**Layout detail**

Scale bar: 10 um. Region (1, 4) to (26, 29) um. Cells in grey, sequential cells in the stronger grey; small squares are vias.
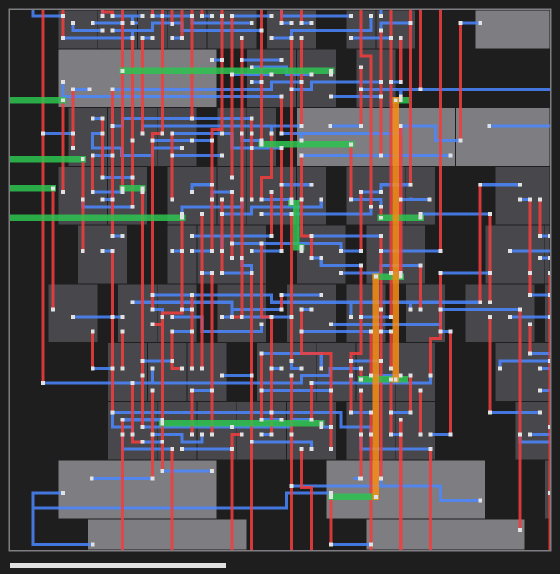
**Nets reached from selected ports**

Scale bar: 20 um.
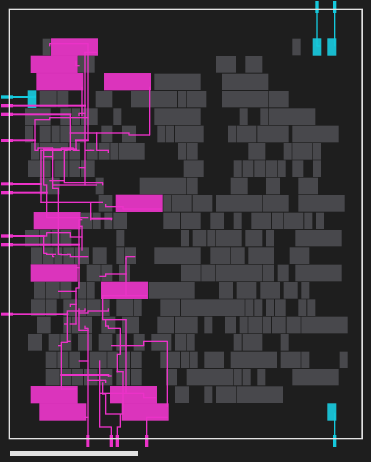
**Selected gate families**

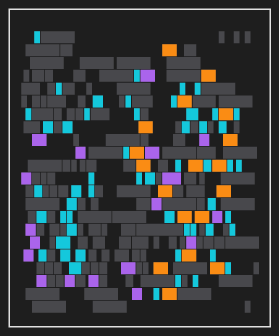
**Routing congestion map**

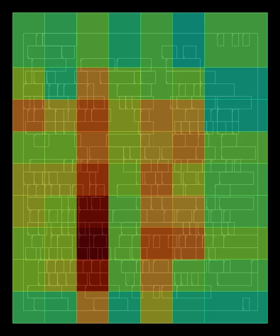
$ cat config.mk
export PLATFORM = sky130hd
export DESIGN_NAME = pc_sequencer_flat
export DESIGN_NICKNAME = d
export VERILOG_FILES = /design/src/rtl/pc_sequencer_if.sv /design/src/rtl/pc_sequencer.sv /design/src/flat_wrapper.sv
export SDC_FILE = /design/constraint.sdc
export NUM_CORES = 1
export LEC_CHECK = 0
export CORE_AREA = 2 2 53 65
export DETAILED_ROUTE_END_ITERATION = 8
export DIE_AREA = 0 0 55 67
export DONT_BUFFER_PORTS = 1
export PLACE_DENSITY_LB_ADDON = 0.25
export SKIP_CTS_REPAIR_TIMING = 1
export SLEW_MARGIN = 40
export SYNTH_ARGS = -nofsm -noshare
export SYNTH_HDL_FRONTEND = slang
export SYNTH_SLANG_ARGS = --single-unit
$ cat constraint.sdc
create_clock -name clock -period 2.4 [get_ports clock]
set_input_delay 0.48 -clock clock [delete_from_list [all_inputs] [get_ports clock]]
set_output_delay 0.48 -clock clock [all_outputs]
set_load 0.03 [all_outputs]
$ cat src/rtl/pc_sequencer_if.sv
// pc_sequencer_if: fetch-control bundle between the control unit and the
// program-counter sequencer.
//
// Signals:
//   op          3           operation select (control unit -> sequencer)
//   cond        1           branch condition (control unit -> sequencer)
//   new_address ADDR_WIDTH  jump/branch/call target (control unit -> sequencer)
//   address     ADDR_WIDTH  registered fetch address (sequencer -> control unit)
//   stall       1           delay still in progress (sequencer -> control unit)
//   stack_depth DEPTH_W     valid return-stack entries (sequencer -> control unit)
//   overflow    1           sticky: CALL on full stack (sequencer -> control unit)
//   underflow   1           sticky: RET on empty stack (sequencer -> control unit)
//
// Modports: master = control unit side, slave = sequencer side.
interface pc_sequencer_if #(
    parameter int ADDR_WIDTH  = 12,
    parameter int STACK_DEPTH = 8
);
    localparam int DEPTH_W = $clog2(STACK_DEPTH + 1);

    logic [2:0]            op;
    logic                  cond;
    logic [ADDR_WIDTH-1:0] new_address;
    logic [ADDR_WIDTH-1:0] address;
    logic                  stall;
    logic [DEPTH_W-1:0]    stack_depth;
    logic                  overflow;
    logic                  underflow;

    modport master (
        output op, cond, new_address,
        input  address, stall, stack_depth, overflow, underflow
    );

    modport slave (
        input  op, cond, new_address,
        output address, stall, stack_depth, overflow, underflow
    );
endinterface

$ cat src/rtl/pc_sequencer.sv
// pc_sequencer: program-counter sequencer for the instruction-fetch path.
// Each cycle the fetch address is updated according to a 3-bit opcode:
// HOLD, INCREASE, JUMP, DELAY (throttled increment), BRANCH, CALL, RET.
//
// Ports:
//   clock  in  rising-edge clock
//   reset  in  synchronous, active-high reset
//   bus    pc_sequencer_if.slave (op, cond, new_address in;
//          address, stall, stack_depth, overflow, underflow out)
//
// Configuration macro: PC_SEQUENCER_CALL_STACK_EN
//   defined   -> hardware return-address stack with CALL/RET and sticky
//                overflow/underflow flags
//   undefined -> no stack; CALL acts as JUMP, RET acts as HOLD, and
//                stack_depth/overflow/underflow read 0
module pc_sequencer #(
    parameter int ADDR_WIDTH   = 12,
    parameter int STACK_DEPTH  = 8,
    parameter int DELAY_CYCLES = 750000
) (
    input logic           clock,
    input logic           reset,
    pc_sequencer_if.slave bus
);
    localparam int DEPTH_W = $clog2(STACK_DEPTH + 1);
    localparam int DCNT_W  = (DELAY_CYCLES > 1) ? $clog2(DELAY_CYCLES) : 1;
    localparam logic [DCNT_W-1:0]     DCNT_LAST = DCNT_W'(DELAY_CYCLES - 1);
    localparam logic [ADDR_WIDTH-1:0] ADDR_ONE  = ADDR_WIDTH'(1);

    typedef enum logic [2:0] {
        OP_HOLD   = 3'd0,
        OP_INC    = 3'd1,
        OP_JUMP   = 3'd2,
        OP_DELAY  = 3'd3,
        OP_BRANCH = 3'd4,
        OP_CALL   = 3'd5,
        OP_RET    = 3'd6,
        OP_RSVD   = 3'd7
    } op_e;

    op_e                   op;
    logic [ADDR_WIDTH-1:0] address_q, address_d;
    logic [ADDR_WIDTH-1:0] addr_inc;
    logic [DCNT_W-1:0]     dcnt_q, dcnt_d;
    logic                  delay_last;

    assign op         = op_e'(bus.op);
    assign addr_inc   = address_q + ADDR_ONE;
    assign delay_last = (dcnt_q == DCNT_LAST);

    assign bus.address = address_q;
    assign bus.stall   = (op == OP_DELAY) && !delay_last;

`ifdef PC_SEQUENCER_CALL_STACK_EN
    localparam int IDX_W = (STACK_DEPTH > 1) ? $clog2(STACK_DEPTH) : 1;

    // Stack storage carries no reset: entries above depth are never read.
    logic [ADDR_WIDTH-1:0] stack_q [STACK_DEPTH];
    logic [DEPTH_W-1:0]    depth_q, depth_d;
    logic [DEPTH_W-1:0]    top_idx;
    logic                  overflow_q, overflow_d;
    logic                  underflow_q, underflow_d;
    logic                  push;
    logic                  stack_full;
    logic                  stack_empty;

    assign stack_full  = (depth_q == DEPTH_W'(STACK_DEPTH));
    assign stack_empty = (depth_q == '0);
    assign top_idx     = depth_q - DEPTH_W'(1);

    assign bus.stack_depth = depth_q;
    assign bus.overflow    = overflow_q;
    assign bus.underflow   = underflow_q;
`else
    assign bus.stack_depth = '0;
    assign bus.overflow    = 1'b0;
    assign bus.underflow   = 1'b0;
`endif

    always_comb begin
        address_d = address_q;
        // Any non-DELAY cycle restarts the delay count.
        dcnt_d    = '0;
`ifdef PC_SEQUENCER_CALL_STACK_EN
        depth_d     = depth_q;
        overflow_d  = overflow_q;
        underflow_d = underflow_q;
        push        = 1'b0;
`endif
        case (op)
            OP_INC:    address_d = addr_inc;
            OP_JUMP:   address_d = bus.new_address;
            OP_DELAY: begin
                if (delay_last) begin
                    address_d = addr_inc;
                end else begin
                    dcnt_d = dcnt_q + DCNT_W'(1);
                end
            end
            OP_BRANCH: address_d = bus.cond ? bus.new_address : addr_inc;
`ifdef PC_SEQUENCER_CALL_STACK_EN
            OP_CALL: begin
                if (stack_full) begin
                    overflow_d = 1'b1;
                end else begin
                    push      = 1'b1;
                    depth_d   = depth_q + DEPTH_W'(1);
                    address_d = bus.new_address;
                end
            end
            OP_RET: begin
                if (stack_empty) begin
                    underflow_d = 1'b1;
                end else begin
                    depth_d   = top_idx;
                    address_d = stack_q[top_idx[IDX_W-1:0]];
                end
            end
`else
            OP_CALL:   address_d = bus.new_address;
`endif
            default:   address_d = address_q;
        endcase
    end

    always_ff @(posedge clock) begin
        if (reset) begin
            address_q <= '0;
            dcnt_q    <= '0;
`ifdef PC_SEQUENCER_CALL_STACK_EN
            depth_q     <= '0;
            overflow_q  <= 1'b0;
            underflow_q <= 1'b0;
`endif
        end else begin
            address_q <= address_d;
            dcnt_q    <= dcnt_d;
`ifdef PC_SEQUENCER_CALL_STACK_EN
            depth_q     <= depth_d;
            overflow_q  <= overflow_d;
            underflow_q <= underflow_d;
`endif
        end
    end

`ifdef PC_SEQUENCER_CALL_STACK_EN
    // The return address is the wrapped successor of the calling address.
    always_ff @(posedge clock) begin
        if (push && !reset) begin
            stack_q[depth_q[IDX_W-1:0]] <= addr_inc;
        end
    end
`endif
endmodule

$ cat src/flat_wrapper.sv
// flat-port wrapper written by rule: the top's interface ports become plain ports
module pc_sequencer_flat 
#(
    parameter int ADDR_WIDTH   = 12,
    parameter int STACK_DEPTH  = 8,
    parameter int DELAY_CYCLES = 750000
)
  (clock, reset, bus_op, bus_cond, bus_new_address, bus_address, bus_stall, bus_stack_depth, bus_overflow, bus_underflow);
  pc_sequencer_if #(.ADDR_WIDTH(ADDR_WIDTH), .STACK_DEPTH(STACK_DEPTH)) bus_i ();
  input logic clock;
  input logic reset;
  input wire logic [$bits(bus_i.op)-1:0] bus_op;
  input wire logic [$bits(bus_i.cond)-1:0] bus_cond;
  input wire logic [$bits(bus_i.new_address)-1:0] bus_new_address;
  output wire logic [$bits(bus_i.address)-1:0] bus_address;
  output wire logic [$bits(bus_i.stall)-1:0] bus_stall;
  output wire logic [$bits(bus_i.stack_depth)-1:0] bus_stack_depth;
  output wire logic [$bits(bus_i.overflow)-1:0] bus_overflow;
  output wire logic [$bits(bus_i.underflow)-1:0] bus_underflow;
  assign bus_i.op = bus_op;
  assign bus_i.cond = bus_cond;
  assign bus_i.new_address = bus_new_address;
  assign bus_address = bus_i.address;
  assign bus_stall = bus_i.stall;
  assign bus_stack_depth = bus_i.stack_depth;
  assign bus_overflow = bus_i.overflow;
  assign bus_underflow = bus_i.underflow;
  pc_sequencer #(.ADDR_WIDTH(ADDR_WIDTH), .STACK_DEPTH(STACK_DEPTH), .DELAY_CYCLES(DELAY_CYCLES)) u_core (.clock(clock), .reset(reset), .bus(bus_i));
endmodule
==> results.py <==
# Auto-generated metrics
metrics = {
    "routing": {
        "vias_per_cell": 5.92,
        "top_layer_used": "met4",
        "wl_per_cell_um": 14.1,
        "ant_nets": 0,
        "vias": 1551,
        "wl_um": 3710,
        "first_pass_iters": 4,
        "drcViolationCount": 0,
        "wl_met2_um": 1950,
        "drt_iter0_markers": 46,
    },
    "global_route": {
        "grt_first_pass_wirelength_um": 6170,
        "grt_pass1_vias": 1446,
        "use_met2": 0.402,
        "track_usage": 0.234,
        "grt_max_degree": 19,
        "overflow": 0,
        "antenna_found_initial": 0,
    },
    "final_layout": {
        "fillers": 282,
        "fin_cells": 262,
        "final_cell_mix": "32 x dfxtp_1, 31 x nor2_1, 19 x nand2_1, 14 x xnor2_1, 12 x a21oi_1",
        "nets": 245,
        "layout_top_cell": "dfxtp_1",
        "layout-area-overhead-vs-synth_pct": 3.44,
    },
    "logic_synthesis": {
        "synth-edff-count": 0,
        "ys_types": 39,
        "ff_type": "dfxtp_1",
        "async_reset_ff_frac": 0,
        "ys_seq_share": 0.360,
        "top_area_frac": 0.360,
        "netlist_area_um2": 1780,
        "topCellsByArea": "dfxtp_1 36%, xnor2_1 6.9%, nor2_1 6.5%",
        "ys_area_um2": 1780,
        "syn-instance-count": 225,
        "largest_area_cell": "dfxtp_1",
    },
    "worst_setup_path": {
        "setup.worst_path.start": "u_core.dcnt_q[0]",
        "r2r_cells": 6,
        "reg2reg_slack_ps": 430,
        "cpMaxStageDelayCell": "dfxtp_1",
        "slowest_delay_ps": 340,
        "timing.rr.start": "u_core.bus.address[0]",
        "criticalPathCategory": "reg2out",
        "reg2reg_to": "u_core.bus.address[10]",
        "arrival_ps": 1700,
        "worstPathCellList": "ha_1, and4_1, a211o_1, inv_1",
        "cp_data_required_time_ps": 1920,
        "cp-endpoint": "bus_stall",
        "cp-start-kind": "flop",
    },
    "timing": {
        "drv_slew": 0,
        "finalSetupViolations": 0,
        "holdWs_ps": 201,
        "worstMarginPinSlew_ps": 708,
        "period_used_share": 0.906,
        "rsz0062_at_grt": "false",
        "max_slew_margin": 0.528,
        "fmax_mhz": 460,
    },
    "floorplan": {
        "die_h_um": 67,
        "num_rows": 22,
        "die_w_um": 55,
        "fp_util": 0.588,
        "die-area_um2": 3690,
    },
    "power_and_ir_drop": {
        "ir_drop_mv": 0.421,
        "p_per_area_nw_per_um2": 539,
    },
    "worst_hold_path": {
        "min_to": "u_core.bus.address[6]",
        "holdPathStages": 1,
        "holdCritStartpoint": "reset",
        "hold_class": "in2reg",
    },
    "cts": {
        "clock-sinks": 32,
        "numCtsBuffers": 5,
        "clkTransAtPathRegs_ps": 100,
        "cts_buffer_depth": 2,
        "clock_latency_ps": 330,
    },
    "placement": {
        "numPlacedInstances": 254,
        "dp_hpwl_um": 2730,
        "gp_congestion": 0.797,
    },
    "run": {
        "warnings": 26,
        "maxCapViolCount": 0,
    },
    "run_status": {
        "status": "completed",
    },
}
Back to the opening pictures, 'layout detail':
[red] met2
[orange] met4
[green] met3
[blue] met1
sequential cells in the window: 7
netlist names of flops here include: u_core.bus.address (6), u_core.dcnt_q (1)
most frequent: o21ai_0 (9), a21oi_1 (7), dfxtp_1 (7)
cells with their middle in the window: 62

Back to the opening pictures, 'nets reached from selected ports':
[cyan] bus_stack_depth | direction: output | edge: 2 top, 1 bottom, 1 left | end cells: 4 | buffers: 0 | wire: 18.4 um
[magenta] bus_address | direction: output | edge: 8 left, 4 bottom | end cells: 12 | buffers: 2 | wire: 486 um

Back to the opening pictures, 'selected gate families':
[orange] XOR/XNOR gates | cells: 18
[cyan] NOR gates | cells: 53
[purple] AND and OR gates | cells: 18

Back to the opening pictures, 'routing congestion map':
Most Crowded Layer GR: met2
met3 usage: 0.0919
Core Util, Final: 0.608

area by class of cell:
class,instances,area (um^2),share of cell area
multi-input cells,176,1040,0.567
flip-flops and latches,32,641,0.348
clock buffers,8,58.8,0.0319
well taps,36,45.0,0.0245
repair buffers,4,30.0,0.0163
inverters,6,22.5,0.0122
where the power goes:
group	leakage [uW]	total (uW)	internal, uW	switching [uW]
clock	0.0000326	327	145	183
sequential	0.000259	569	541	27.8
combinational	0.000304	97.5	33.6	63.9
registers in the layout, indices dropped and copies added, names as in the netlist:
register            count
u_core.bus.address     12
u_core.dcnt_q          20
kinds of logic (layout without fill, tap and decap cells):
group	count (synthesis)	after routing	synth area share
simple gates	106	106	0.308
fa+ha+maj	2	2	0.0141
xor+xnor	18	18	0.0885
flops	32	32	0.360
buf+inv	22	18	0.0661
mux	4	4	0.0246
compound gates	40	40	0.137
other cells	1	6	0.00211
synthesized netlist by cell type, types with 3 or more instances:
cell and number:
buf_2 4, dfxtp_1 32, nand3_1 8, xnor2_1 14, a31oi_1 3, mux2_2 3, and2_1 8, nor2_1 31
inv_1 6, nand4_1 6, nor2b_1 5, clkbuf_1 5, nand2_1 19, xor2_1 4, a21oi_1 12, buf_4 6
o21ai_1 8, nor4_1 6, o21ai_0 11, nor3_1 8, and4_1 3
metrics by stage:
| stage | setup WS, ps | area (um^2) |
|---|---|---|
| after floorplan | 588 | 1800 |
| final | 225 | 1840 |
| after global placement | 536 | 1780 |
| after CTS | 198 | 1840 |
| after detailed placement | 521 | 1780 |
| after global routing | 126 | 1840 |
critical path, delay by kind of cell (launching register included):
kind                       cells  cell delay [ps]
DFF                            1              340
and+or+nand+nor                1              270
adders and majority gates      1              240
buffers and inverters          1              230
AOI/OAI and AO/OA              1              300
Power is estimated from default activity; no workload was simulated.
